[config.mk]
export PLATFORM = sky130hd
export DESIGN_NAME = program_loader
export DESIGN_NICKNAME = d
export VERILOG_FILES = /design/src/rtl/loader_pkg.sv /design/src/rtl/program_loader.sv
export SDC_FILE = /design/constraint.sdc
export NUM_CORES = 1
export LEC_CHECK = 0
export CORE_MARGIN = 1
export CORE_UTILIZATION = 42
export CTS_BUF_LIST = sky130_fd_sc_hd__clkbuf_8
export DETAILED_ROUTE_END_ITERATION = 10
export PLACE_DENSITY = 0.68
export SYNTH_ARGS = -nofsm -noshare
export SYNTH_HDL_FRONTEND = slang
export SYNTH_SLANG_ARGS = --single-unit
[constraint.sdc]
create_clock -name clk -period 2 [get_ports clk]
set_input_delay 0.6 -clock clk [delete_from_list [all_inputs] [get_ports clk]]
set_output_delay 0.6 -clock clk [all_outputs]
set_load 0.03 [all_outputs]
[src/rtl/loader_pkg.sv]
// loader_pkg: shared widths, length limit and state type for the program loader
package loader_pkg;
  localparam int ADDR_W = 5;
  localparam int DATA_W = 8;
  localparam int LEN_MAX = 1 << ADDR_W;
  typedef enum logic [2:0] {LEN, DATA, CSUM, RUN, ERR} state_t;
endpackage

[src/rtl/program_loader.sv]
// program_loader: streams a length-prefixed checksummed image into memory and holds the cpu in reset until it verifies
module program_loader
  import loader_pkg::*;
(
  input  logic              clk,
  input  logic              rst,
  input  logic              in_valid,
  input  logic [DATA_W-1:0] in_data,
  output logic              in_ready,
  input  logic              reload,
  output logic              mem_we,
  output logic [ADDR_W-1:0] mem_addr,
  output logic [DATA_W-1:0] mem_wdata,
  output logic              cpu_rst,
  output logic              done,
  output logic              error
);
  state_t state, state_n;
  logic [ADDR_W:0] count, n_len;
  logic [DATA_W-1:0] sum;
  logic xfer;
  assign in_ready = state == LEN || state == DATA || state == CSUM;
  assign xfer = in_valid && in_ready;
  assign cpu_rst = state != RUN;
  assign done = state == RUN;
  assign error = state == ERR;
  always_comb begin
    state_n = state;
    case (state)
      LEN: if (in_valid) state_n = (in_data == '0 || 32'(in_data) > LEN_MAX) ? ERR : DATA;
      DATA: if (in_valid && count + 1'b1 == n_len) state_n = CSUM;
      CSUM: if (in_valid) state_n = in_data == sum ? RUN : ERR;
      default: if (reload) state_n = LEN;
    endcase
  end
  always_ff @(posedge clk) begin
    if (rst) begin
      state <= LEN;
      count <= '0;
      sum <= '0;
      n_len <= '0;
      mem_we <= 1'b0;
      mem_addr <= '0;
      mem_wdata <= '0;
    end else begin
      state <= state_n;
      mem_we <= xfer && state == DATA;
      if (xfer && state == LEN) begin
        n_len <= (ADDR_W + 1)'(in_data);
        count <= '0;
        sum <= '0;
      end
      if (xfer && state == DATA) begin
        mem_addr <= count[ADDR_W-1:0];
        mem_wdata <= in_data;
        sum <= sum + in_data;
        count <= count + 1'b1;
      end
    end
  end
endmodule
**Run 1: register map, names as in the netlist**

Other sequential cells in the stronger gray, the rest of the logic in the fainter gray.
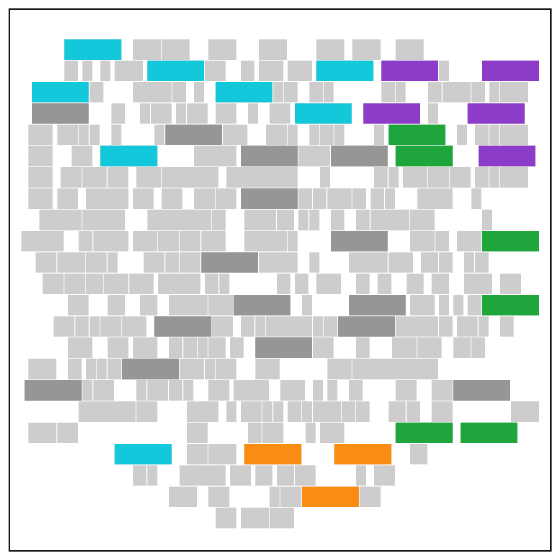
green -> count  # placed flops 6
cyan -> mem_wdata  # placed flops 8
orange -> state  # placed flops 3
purple -> mem_addr  # placed flops 5, where top right
Seq power: 758 uW
sequential cell area share: 27.7%
sequential cell area: 741 um^2
Layout Utilization: 64.5%

**Run 1: placed cells, one color a class**

Fill, decap, tap and diode cells in gray.
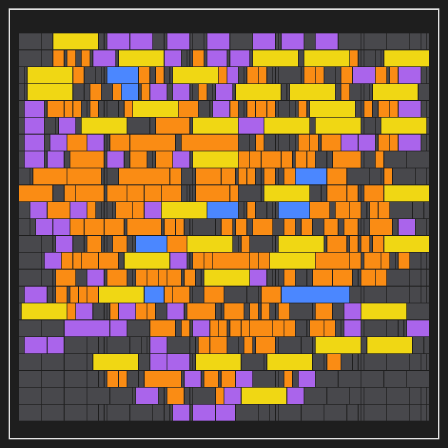
blue -> clock drivers and dummy loads  # cells 8
orange -> combinational and other logic  # cells 181
yellow -> flops  # cells 37
purple -> other buffers and delay cells  # cells 68

==> impl_metrics.py, run 1 <==
# Metrics from the implementation run
metrics = {
    "global_routing": {
        "use_met3_pct": 4.11,
        "grt_pass1_vias": 1687,
        "met1_usage_pct": 30.5,
        "grt-ovfl-total": 0,
        "grt.total_usage_pct": 23.3,
    },
    "placement": {
        "dp_hpwl_um": 3580,
        "io_buffers": 29,
        "placed_cells": 334,
    },
    "final_timing": {
        "timing.hold.ws_ns": 0.455,
        "hold_viol": 0,
        "finalSetupViolations": 1,
        "final.setup.worst_slack_ns": -0.0355,
        "min_period_ns": 2.04,
        "fin_worst_skew_ns": 0.00709,
    },
    "setup_path": {
        "crit_start": "in_data[0]",
        "path_cells": "dlygate4sd2_1, ha_2, buf_4, a211oi_4, o21ai_2, and3_1, or4_1, nand3_1",
        "crit_arrival_ns": 2.27,
        "r2r_slack_ns": 0.11,
        "startpoint_type": "input port",
        "r2r-end": "sum[7]",
    },
    "synth": {
        "syn_inst": 230,
        "netlist.area_leader.share_pct": 39.3,
        "ys.flops": 37,
        "syn_area_um2": 1880,
        "topCellsByArea": "dfxtp_1 (39%), nand2_1 (9.0%), a21oi_1 (7.4%)",
        "async_flop_share_pct": 0,
        "synth_adder_area_share_pct": 6.37,
        "ys_sh_simple_pct": 21.2,
    },
    "drt": {
        "route.detailed.drc": 0,
        "dr_wl_met3_um": 179,
    },
    "final_layout": {
        "final_cell_area_um2": 2670,
        "bufAreaShareNonClock_pct": 21.6,
        "layout_top_cell": "nand2_1",
        "largest_cell_class": "multi-input combinational cells",
    },
    "outcome": {
        "outcome": "finished with violations",
        "violations": "negative setup slack",
    },
    "hold_path": {
        "whs_path_depth": 2,
    },
    "power_and_ir_drop": {
        "top_power_group": "registers",
        "p_clk_uw": 661,
        "power_frac_seq_pct": 46.3,
    },
    "clock_tree": {
        "cts_tree": "built",
        "cts_resized": 23,
        "cts_htree_levels": 2,
        "cts_setup_buffers": 2,
    },
}
**Run 1: signal metal coverage by tile**

Bar = 20 um. The die is cut into 14 by 14 equal tiles; black is low, pale yellow is high, scaled to the fullest tile. Values are wire area over tile area, all layers added.
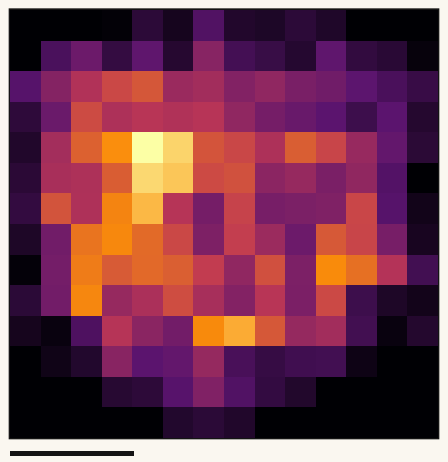
mean over tiles = 0.16
nearly empty tiles = 16%
tiles over half the peak = 21%
fullest tile = 0.55

## Run 2: what changed since run 1
--- a/config.mk
+++ b/config.mk
@@ -10,6 +10,7 @@
 export CTS_BUF_LIST = sky130_fd_sc_hd__clkbuf_8
 export DETAILED_ROUTE_END_ITERATION = 10
 export PLACE_DENSITY = 0.68
+export SLEW_MARGIN = 40
 export SYNTH_ARGS = -nofsm -noshare
 export SYNTH_HDL_FRONTEND = slang
 export SYNTH_SLANG_ARGS = --single-unit
==> impl_metrics.py, run 2 <==
# Metrics from the implementation run
metrics = {
    "final_timing": {
        "timing.hold.ws_ns": 0.455,
        "min_period_ns": 2.04,
        "finalSetupViolations": 1,
        "final.setup.worst_slack_ns": -0.0355,
    },
    "global_routing": {
        "grt_pass1_vias": 1687,
        "met1_usage_pct": 30.5,
    },
    "outcome": {
        "outcome": "finished with violations",
        "violations": "negative setup slack",
    },
    "synth": {
        "syn_area_um2": 1880,
        "topCellsByArea": "dfxtp_1 (39%), nand2_1 (9.0%), a21oi_1 (7.4%)",
        "async_flop_share_pct": 0,
        "synth_adder_area_share_pct": 6.37,
        "ys_sh_simple_pct": 21.2,
        "ys.flops": 37,
        "syn_inst": 230,
    },
    "power_and_ir_drop": {
        "p_clk_uw": 661,
        "power_frac_seq_pct": 46.3,
    },
    "setup_path": {
        "crit_start": "in_data[0]",
        "crit_arrival_ns": 2.27,
    },
    "clock_tree": {
        "cts_htree_levels": 2,
        "cts_tree": "built",
    },
    "placement": {
        "placed_cells": 334,
        "dp_hpwl_um": 3580,
    },
    "final_layout": {
        "bufAreaShareNonClock_pct": 21.6,
        "final_cell_area_um2": 2670,
        "regArea_um2": 741,
        "layout_top_cell": "nand2_1",
        "utilization_pct": 64.5,
    },
    "hold_path": {
        "whs_path_depth": 2,
    },
    "drt": {
        "route.detailed.drc": 0,
        "dr_wl_met3_um": 179,
    },
}
**Run 2: register map, names as in the netlist**

Other sequential cells in the stronger gray, the rest of the logic in the fainter gray.
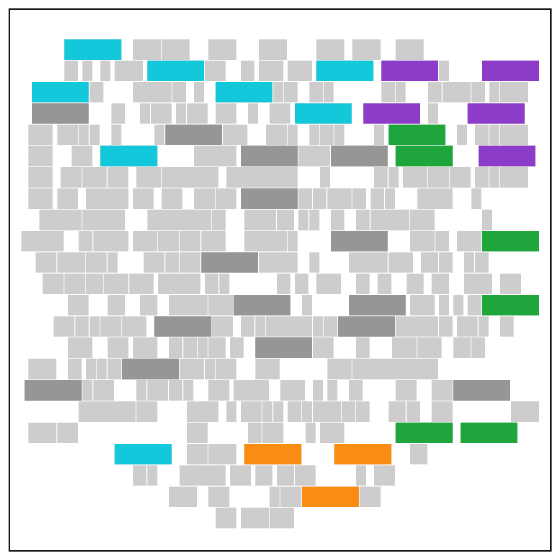
purple -> mem_addr  # placed flops 5, where top right
orange -> state  # placed flops 3
cyan -> mem_wdata  # placed flops 8
green -> count  # placed flops 6

## Run 3: what changed since run 2
--- a/config.mk
+++ b/config.mk
@@ -9,7 +9,7 @@
 export CORE_UTILIZATION = 42
 export CTS_BUF_LIST = sky130_fd_sc_hd__clkbuf_8
 export DETAILED_ROUTE_END_ITERATION = 10
-export PLACE_DENSITY = 0.68
+export PLACE_DENSITY = 0.65
 export SLEW_MARGIN = 40
 export SYNTH_ARGS = -nofsm -noshare
 export SYNTH_HDL_FRONTEND = slang
==> constraint.sdc (replaced) <==
create_clock -name clk -period 2.4 [get_ports clk]
set_input_delay 0.72 -clock clk [delete_from_list [all_inputs] [get_ports clk]]
set_output_delay 0.72 -clock clk [all_outputs]
set_load 0.03 [all_outputs]
==> impl_metrics.py, run 3 <==
# Metrics from the implementation run
metrics = {
    "final_timing": {
        "min_period_ns": 2.37,
        "final.setup.worst_slack_ns": 0.0280,
        "timing.hold.ws_ns": 0.457,
    },
    "synth": {
        "ys.flops": 37,
        "synth_adder_area_share_pct": 6.37,
        "syn_area_um2": 1880,
        "ys_sh_simple_pct": 21.2,
        "syn_inst": 230,
        "topCellsByArea": "dfxtp_1 (39%), nand2_1 (9.0%), a21oi_1 (7.4%)",
        "async_flop_share_pct": 0,
    },
    "setup_path": {
        "crit_end": "sum[7]",
        "crit_start": "in_data[2]",
        "crit_path_end_kind": "flip-flop",
    },
    "final_layout": {
        "layout_top_cell": "nand2_1",
        "utilization_pct": 61.1,
        "bufAreaShareNonClock_pct": 20.6,
        "final_cell_area_um2": 2530,
        "n_all_inverters": 4,
        "regArea_um2": 742,
        "reg_top3": "mem_wdata: 8 flops, sum: 8 flops",
        "clock_area_share_pct": 3.81,
    },
    "clock_tree": {
        "cts_tree": "built",
        "cts-root-buf": "clkbuf_8",
    },
    "global_routing": {
        "antenna_found_initial": 0,
        "grt_max_degree": 20,
        "met1_usage_pct": 30.3,
        "use_met2_pct": 34.1,
    },
    "power_and_ir_drop": {
        "powerDensity_nw_per_um2": 500,
        "power_frac_seq_pct": 50.2,
        "p_seq_uw": 636,
        "p_clk_uw": 465,
    },
    "drt": {
        "dr_wl_met3_um": 307,
        "route.detailed.drc": 0,
    },
    "placement": {
        "placed_cells": 326,
        "dp_hpwl_um": 3490,
    },
    "hold_path": {
        "whs_path_depth": 2,
    },
    "outcome": {
        "outcome": "complete, no violations",
    },
}
**Run 3: signal metal coverage by tile**

Bar = 20 um. The die is cut into 14 by 14 equal tiles; black is low, pale yellow is high, scaled to the fullest tile. Values are wire area over tile area, all layers added.
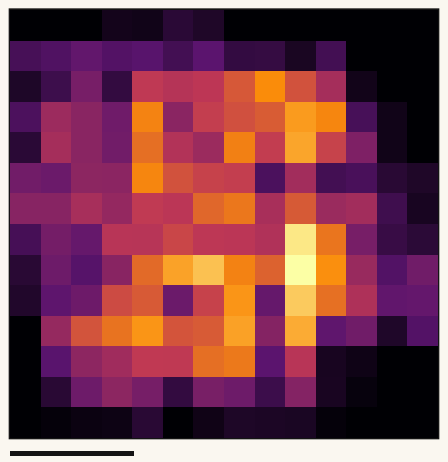
mean over tiles = 0.16
densest ninth of the die = middle
tiles over half the peak = 26%

Power is estimated from default activity; no workload was simulated.
